**config.mk**
```make
export PLATFORM = sky130hd
export DESIGN_NAME = refill_arbiter
export DESIGN_NICKNAME = d
export VERILOG_FILES = /design/src/rtl/refill_arbiter.sv
export SDC_FILE = /design/constraint.sdc
export NUM_CORES = 1
export LEC_CHECK = 0
export CAP_MARGIN = 20
export CORE_UTILIZATION = 34
export CTS_CLUSTER_SIZE = 30
export DETAILED_ROUTE_END_ITERATION = 7
export PLACE_DENSITY_LB_ADDON = 0.08
export SLEW_MARGIN = 20
export SYNTH_ARGS = -nofsm -noshare
export SYNTH_HDL_FRONTEND = slang
export SYNTH_SLANG_ARGS = --single-unit
```
**constraint.sdc**
```tcl
create_clock -name clk -period 1.7 [get_ports clk]
set_input_delay 0.17 -clock clk [delete_from_list [all_inputs] [get_ports clk]]
set_output_delay 0.17 -clock clk [all_outputs]
set_load 0.05 [all_outputs]
```
**src/rtl/refill_arbiter.sv**
```systemverilog
// Round-robin arbiter that shares one AXI burst-read master between the
// icache and dcache line-refill engines and returns beats to the owner.
module refill_arbiter #(
  parameter int unsigned BEATS   = 8,
  parameter int unsigned TIMEOUT = 1024
) (
  input  logic        clk,
  input  logic        rst,
  input  logic        ic_req,
  input  logic [63:0] ic_addr,
  output logic        ic_gnt,
  input  logic        dc_req,
  input  logic [63:0] dc_addr,
  output logic        dc_gnt,
  output logic [63:0] beat_data,
  output logic [2:0]  beat_idx,
  output logic        ic_beat_valid,
  output logic        dc_beat_valid,
  output logic        ic_done,
  output logic        dc_done,
  output logic        err,
  output logic        mem_req,
  output logic [63:0] mem_addr,
  input  logic        mem_ack,
  input  logic        mem_rvalid,
  input  logic [63:0] mem_rdata,
  input  logic        mem_rlast,
  input  logic        mem_rerr
);

  localparam int unsigned CW = (BEATS > 1) ? $clog2(BEATS) : 1;
  localparam int unsigned TW = $clog2(TIMEOUT + 1);
  localparam logic [63:0] LINE_MASK = ~64'(BEATS * 8 - 1);

  typedef enum logic [1:0] {IDLE, ISSUE, DATA, DONE} state_t;

  state_t         state, state_n;
  logic [CW-1:0]  cnt, cnt_n;
  logic [TW-1:0]  tmo, tmo_n;
  logic           rr_last, rr_last_n;   // 1: dcache owned the port last
  logic           own_dc, own_dc_n;
  logic           err_flag, err_flag_n;
  logic           fin, fin_n;           // final beat forwarded, done follows
  logic           ic_gnt_n, dc_gnt_n, mem_req_n, err_n;
  logic           ic_bv_n, dc_bv_n, ic_done_n, dc_done_n;
  logic [63:0]    mem_addr_n, beat_data_n;
  logic [2:0]     beat_idx_n;
  logic           pick_dc_c, last_c, tmo_hit_c;

  // Next-state and next-output logic
  always_comb begin
    state_n     = state;
    cnt_n       = cnt;
    tmo_n       = tmo;
    rr_last_n   = rr_last;
    own_dc_n    = own_dc;
    err_flag_n  = err_flag;
    fin_n       = fin;
    ic_gnt_n    = ic_gnt;
    dc_gnt_n    = dc_gnt;
    mem_req_n   = mem_req;
    mem_addr_n  = mem_addr;
    beat_data_n = '0;
    beat_idx_n  = '0;
    ic_bv_n     = 1'b0;
    dc_bv_n     = 1'b0;
    ic_done_n   = 1'b0;
    dc_done_n   = 1'b0;
    err_n       = 1'b0;
    pick_dc_c   = dc_req && (!ic_req || !rr_last);
    last_c      = (cnt == CW'(BEATS - 1));
    tmo_hit_c   = (tmo == TW'(TIMEOUT - 1));

    case (state)
      IDLE: begin
        ic_gnt_n   = 1'b0;
        dc_gnt_n   = 1'b0;
        mem_req_n  = 1'b0;
        mem_addr_n = '0;
        if (ic_req || dc_req) begin
          own_dc_n   = pick_dc_c;
          ic_gnt_n   = !pick_dc_c;
          dc_gnt_n   = pick_dc_c;
          mem_req_n  = 1'b1;
          mem_addr_n = (pick_dc_c ? dc_addr : ic_addr) & LINE_MASK;
          tmo_n      = '0;
          err_flag_n = 1'b0;
          fin_n      = 1'b0;
          state_n    = ISSUE;
        end
      end

      ISSUE: begin
        if (mem_ack) begin
          mem_req_n = 1'b0;
          cnt_n     = '0;
          tmo_n     = '0;
          state_n   = DATA;
        end else if (tmo_hit_c) begin
          mem_req_n = 1'b0;
          ic_done_n = !own_dc;
          dc_done_n = own_dc;
          err_n     = 1'b1;
          state_n   = DONE;
        end else begin
          tmo_n = tmo + TW'(1);
        end
      end

      DATA: begin
        if (fin) begin
          ic_done_n = !own_dc;
          dc_done_n = own_dc;
          err_n     = err_flag;
          state_n   = DONE;
        end else if (mem_rvalid) begin
          beat_data_n = mem_rdata;
          beat_idx_n  = 3'(cnt);
          ic_bv_n     = !own_dc;
          dc_bv_n     = own_dc;
          cnt_n       = cnt + CW'(1);
          tmo_n       = '0;
          // rlast must coincide exactly with the final beat
          if (mem_rerr || (mem_rlast != last_c)) err_flag_n = 1'b1;
          if (last_c || mem_rlast) fin_n = 1'b1;
        end else if (tmo_hit_c) begin
          ic_done_n = !own_dc;
          dc_done_n = own_dc;
          err_n     = 1'b1;
          state_n   = DONE;
        end else begin
          tmo_n = tmo + TW'(1);
        end
      end

      DONE: begin
        rr_last_n  = own_dc;
        err_flag_n = 1'b0;
        fin_n      = 1'b0;
        ic_gnt_n   = 1'b0;
        dc_gnt_n   = 1'b0;
        mem_req_n  = 1'b0;
        mem_addr_n = '0;
        state_n    = IDLE;
      end

      default: state_n = IDLE;
    endcase
  end

  // State and registered outputs
  always_ff @(posedge clk) begin
    if (rst) begin
      state         <= IDLE;
      cnt           <= '0;
      tmo           <= '0;
      rr_last       <= 1'b1;
      own_dc        <= 1'b0;
      err_flag      <= 1'b0;
      fin           <= 1'b0;
      ic_gnt        <= 1'b0;
      dc_gnt        <= 1'b0;
      mem_req       <= 1'b0;
      mem_addr      <= '0;
      beat_data     <= '0;
      beat_idx      <= '0;
      ic_beat_valid <= 1'b0;
      dc_beat_valid <= 1'b0;
      ic_done       <= 1'b0;
      dc_done       <= 1'b0;
      err           <= 1'b0;
    end else begin
      state         <= state_n;
      cnt           <= cnt_n;
      tmo           <= tmo_n;
      rr_last       <= rr_last_n;
      own_dc        <= own_dc_n;
      err_flag      <= err_flag_n;
      fin           <= fin_n;
      ic_gnt        <= ic_gnt_n;
      dc_gnt        <= dc_gnt_n;
      mem_req       <= mem_req_n;
      mem_addr      <= mem_addr_n;
      beat_data     <= beat_data_n;
      beat_idx      <= beat_idx_n;
      ic_beat_valid <= ic_bv_n;
      dc_beat_valid <= dc_bv_n;
      ic_done       <= ic_done_n;
      dc_done       <= dc_done_n;
      err           <= err_n;
    end
  end

endmodule
```
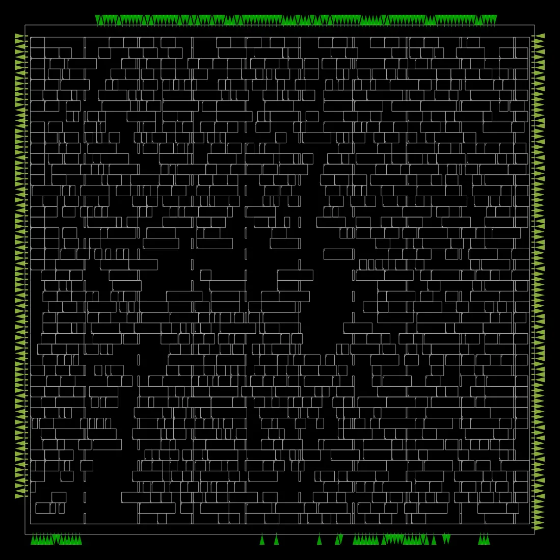
**Above:** cell placement.
final core utilization: 61.73%
flop share of the area: 30.96%

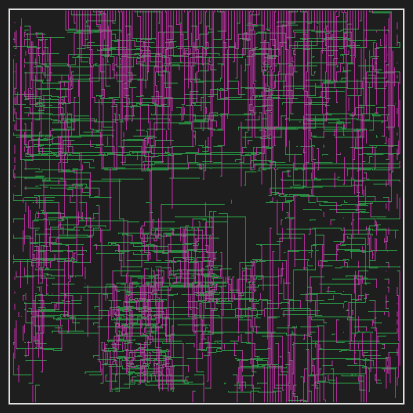
**Above:** routed metal, one color a layer.
(3 px per um) Two of the layers only.
- green: metal 1 (wire length 6880 um)
- magenta: metal 2 (wire length 9570 um)

==> run notes <==
run metrics: number of port buffers 320, Synth flops 153, die width 131.0 um, cell area after synthesis 5657 um2, post-synthesis xor/xnor area fraction 0%, post-synthesis cell type count 43, Min-Delay Path Class primary input to register, fin. max-slew vios 0, Tot GR Track Use 20.32%, clock transition at the registers of the reported paths 0.06 ns, cell area after layout 9912 um2, top area contributor share 54.15%, Leakage Power 4.410 nW, drt wl/cell 15.97 um, TritonCTS clock tree built, MUX area fraction 10.79%, Crit Path Max Fanout 7, Worst EP arrival 2.03 ns, yosys stat cell total 571, vias in the first global route 5108, Main synth FF type dfxtp_1, R2R Setup Slk 0.02 ns, Worst R2R Path Depth 7, die area 17160 um2, Syn. warnings 0, Clock Tree Root clkbuf_16, pwr dens 1024 nW/um2, FF-to-FF Start state[1], relative slew slack 65.05%, Top logic family simple AND/OR/NAND/NOR gates, CP endpoint kind register, Synth area leaders dfxtp_1 (54%), mux2i_1 (11%), and2_1 (7.4%), o21ai_0 (5.7%), nand2_1 (4.6%), Log Warnings 45, most frequent cells in the layout clkdlybuf4s50_1 (187), dfxtp_1 (150), dlygate4sd2_1 (91), buf_4 (76), nand2_1 (68), worst setup path endpoint tmo[4], RSZ-0062 raised after global routing true, YS chip area 5657 um2, Final GP Congestion 0.7960, vias per cell 4.588, Core ar. 16060 um2, fmax 595.8 MHz, number of CTS-inserted buffers 17, nets@finish 1134, initial antenna violation count 0, CP Data Required Time 2.05 ns, Critical R2R Capture tmo[4], aoi share 10.20%, max cap viols 0, Cell Area, Placed 9265 um2, Mapped Cells 571, min Tclk post-route 1.678 ns, Synth Seq Share 54.15%, setup violators final 0, H-tree lvl count 4, Pre-Place Util 35.23%, drt initial violations 198, flip-flops with a built-in enable 0, TritonCTS Sinks 153, worst slew pin tran 0.5264 ns, cell type with the largest total area dfxtp_1, detailed placer's ending HPWL 13970 um, post-synthesis adder-cell area fraction 2.212%, ANT nets after route 0, Syn-to-layout area delta 75.23%, Max Clock Skew 0.008941 ns, outcome complete, no violations, CTS max path bufs 2, wirelength, routed 18410 um, I/O pins 339, DRC 0, hold-fix buffer count after cts 0, Post-Synthesis Mean Instance Area 9.907 um2, Fin. Hold Viols 0, worst hold stages 2, Worst Setup SP state[1], highest-count logic cell in the final layout clkdlybuf4s50_1, Die Span Y 131.0 um, Simple-Gate Area Share 18.47%, Worst setup SP type register
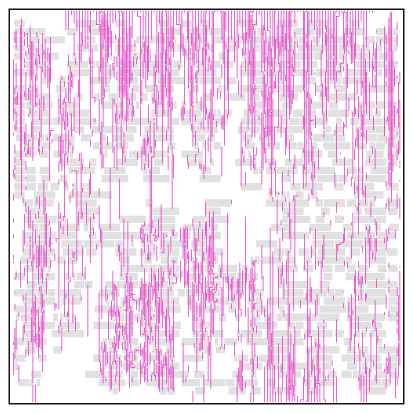
**Above:** the metal 2 layer.
(3 px per um) Cells faint in the background.
- nets with wire on the layer: 945
- wire length on this layer: 9570 um

-- sequential cells by signal, summed over array words and instances, names as in the netlist --
name and count:
ic_done 1, dc_beat_valid 1, fin 1, mem_addr 58
ic_gnt 1, cnt 3, rr_last 1, dc_done 1
beat_data 64, ic_beat_valid 1, state 2, beat_idx 3
own_dc 1, err 1, tmo 11, mem_req 1
err_flag 1, dc_gnt 1
-- how the worst min path moves through the flow --
stage                   from       endpoint  slack (ns)
6_report        mem_rdata[6]   beat_data[6]        0.31
5_1_grt        mem_rdata[19]  beat_data[19]        0.29
4_1_cts        mem_rdata[35]  beat_data[35]        0.28
3_5_place_dp    mem_addr[56]   mem_addr[56]        0.44
3_3_place_gp    mem_addr[47]   mem_addr[47]        0.43
2_1_floorplan            rst        rr_last        0.29
-- stage by stage --
stage	cells	utilization, %	setup slack [ns]	power, mW	TNS (ns)
after floorplan	576	-	-0.03822	5.403	-0.05858
after global placement	1112	57.70	-0.04411	6.525	-1.543
after detailed placement	1112	57.70	-0.1178	6.563	-5.797
after CTS	1146	60.85	0.0002294	10.17	0
after global routing	1153	61.73	-0.05686	10.60	-0.3160
final	1153	61.73	0.02152	10.15	0
-- kinds of logic (layout without fill, tap and decap cells) --
kind of cell / after synthesis / in the layout
buffers and inverters: 49 / 409
and+or+nand+nor: 197 / 197
muxes: 61 / 61
DFF: 153 / 153
AOI/OAI and AO/OA: 100 / 101
adders and majority gates: 10 / 10
other: 1 / 6
-- power by group --
group          internal, mW  total [mW]  switching, mW
clock                  2.08        3.66           1.57
sequential             3.83        3.97          0.137
combinational          1.04        2.53           1.48
-- layer usage --
| layer | GRT usage, % | routed length [um] | vias to the layer above | part of all wire, % |
|---|---|---|---|---|
| met3 | 8.062 | 1695 | 16 | 9.2 |
| met5 | 0 | 0 | - | 0 |
| li1 | - | - | 2632 | - |
| met2 | 36.41 | 9568 | 220 | 52 |
| met1 | 21.71 | 6877 | 2422 | 37 |
| met4 | 6.626 | 271 | 0 | 1.5 |
-- worst max-delay path, cell delays in order (launching register included) --
cell and delay (ns):
dfxtp_4 0.38, inv_4 0.05, ha_4 0.16, or3b_4 0.25, nand2_2 0.11, buf_4 0.18
or3_1 0.33, a21oi_2 0.14
-- Yosys cell counts, types with 2 or more instances --
master,n
and4_1,2
o41ai_1,2
o21ai_0,64
nor3_1,6
a31oi_1,2
nor2_1,14
ha_1,10
dfxtp_1,153
buf_2,9
a21o_1,2
a21oi_1,11
nand3b_1,4
buf_4,6
a22oi_1,2
clkbuf_1,22
nand2_1,69
o31ai_1,4
nand3_1,8
nand2b_1,6
o21a_1,3
nand4_1,5
inv_1,9
or4_1,3
mux2i_1,61
nor2b_1,3
and3_1,4
o32ai_1,2
buf_6,2
or3_1,2
a211oi_1,2
and2_1,67
-- cell type report --
type,instances,area [um2]
clock buffers,18,439.2
clock inverters,14,133.9
fillers,1329,6146
inverters,10,40.04
multi-input cells,375,2512
flip-flops and latches,153,3069
well taps,216,270.3
repair buffers,367,3447
-- what timing repair did --
action,4_1_cts,5_1_grt
setup buffers,2,4
gates resized,100,31
cloned,0,3
pin swaps,3,9
setup endpoints to repair,105,100
Power is estimated from default activity; no workload was simulated.
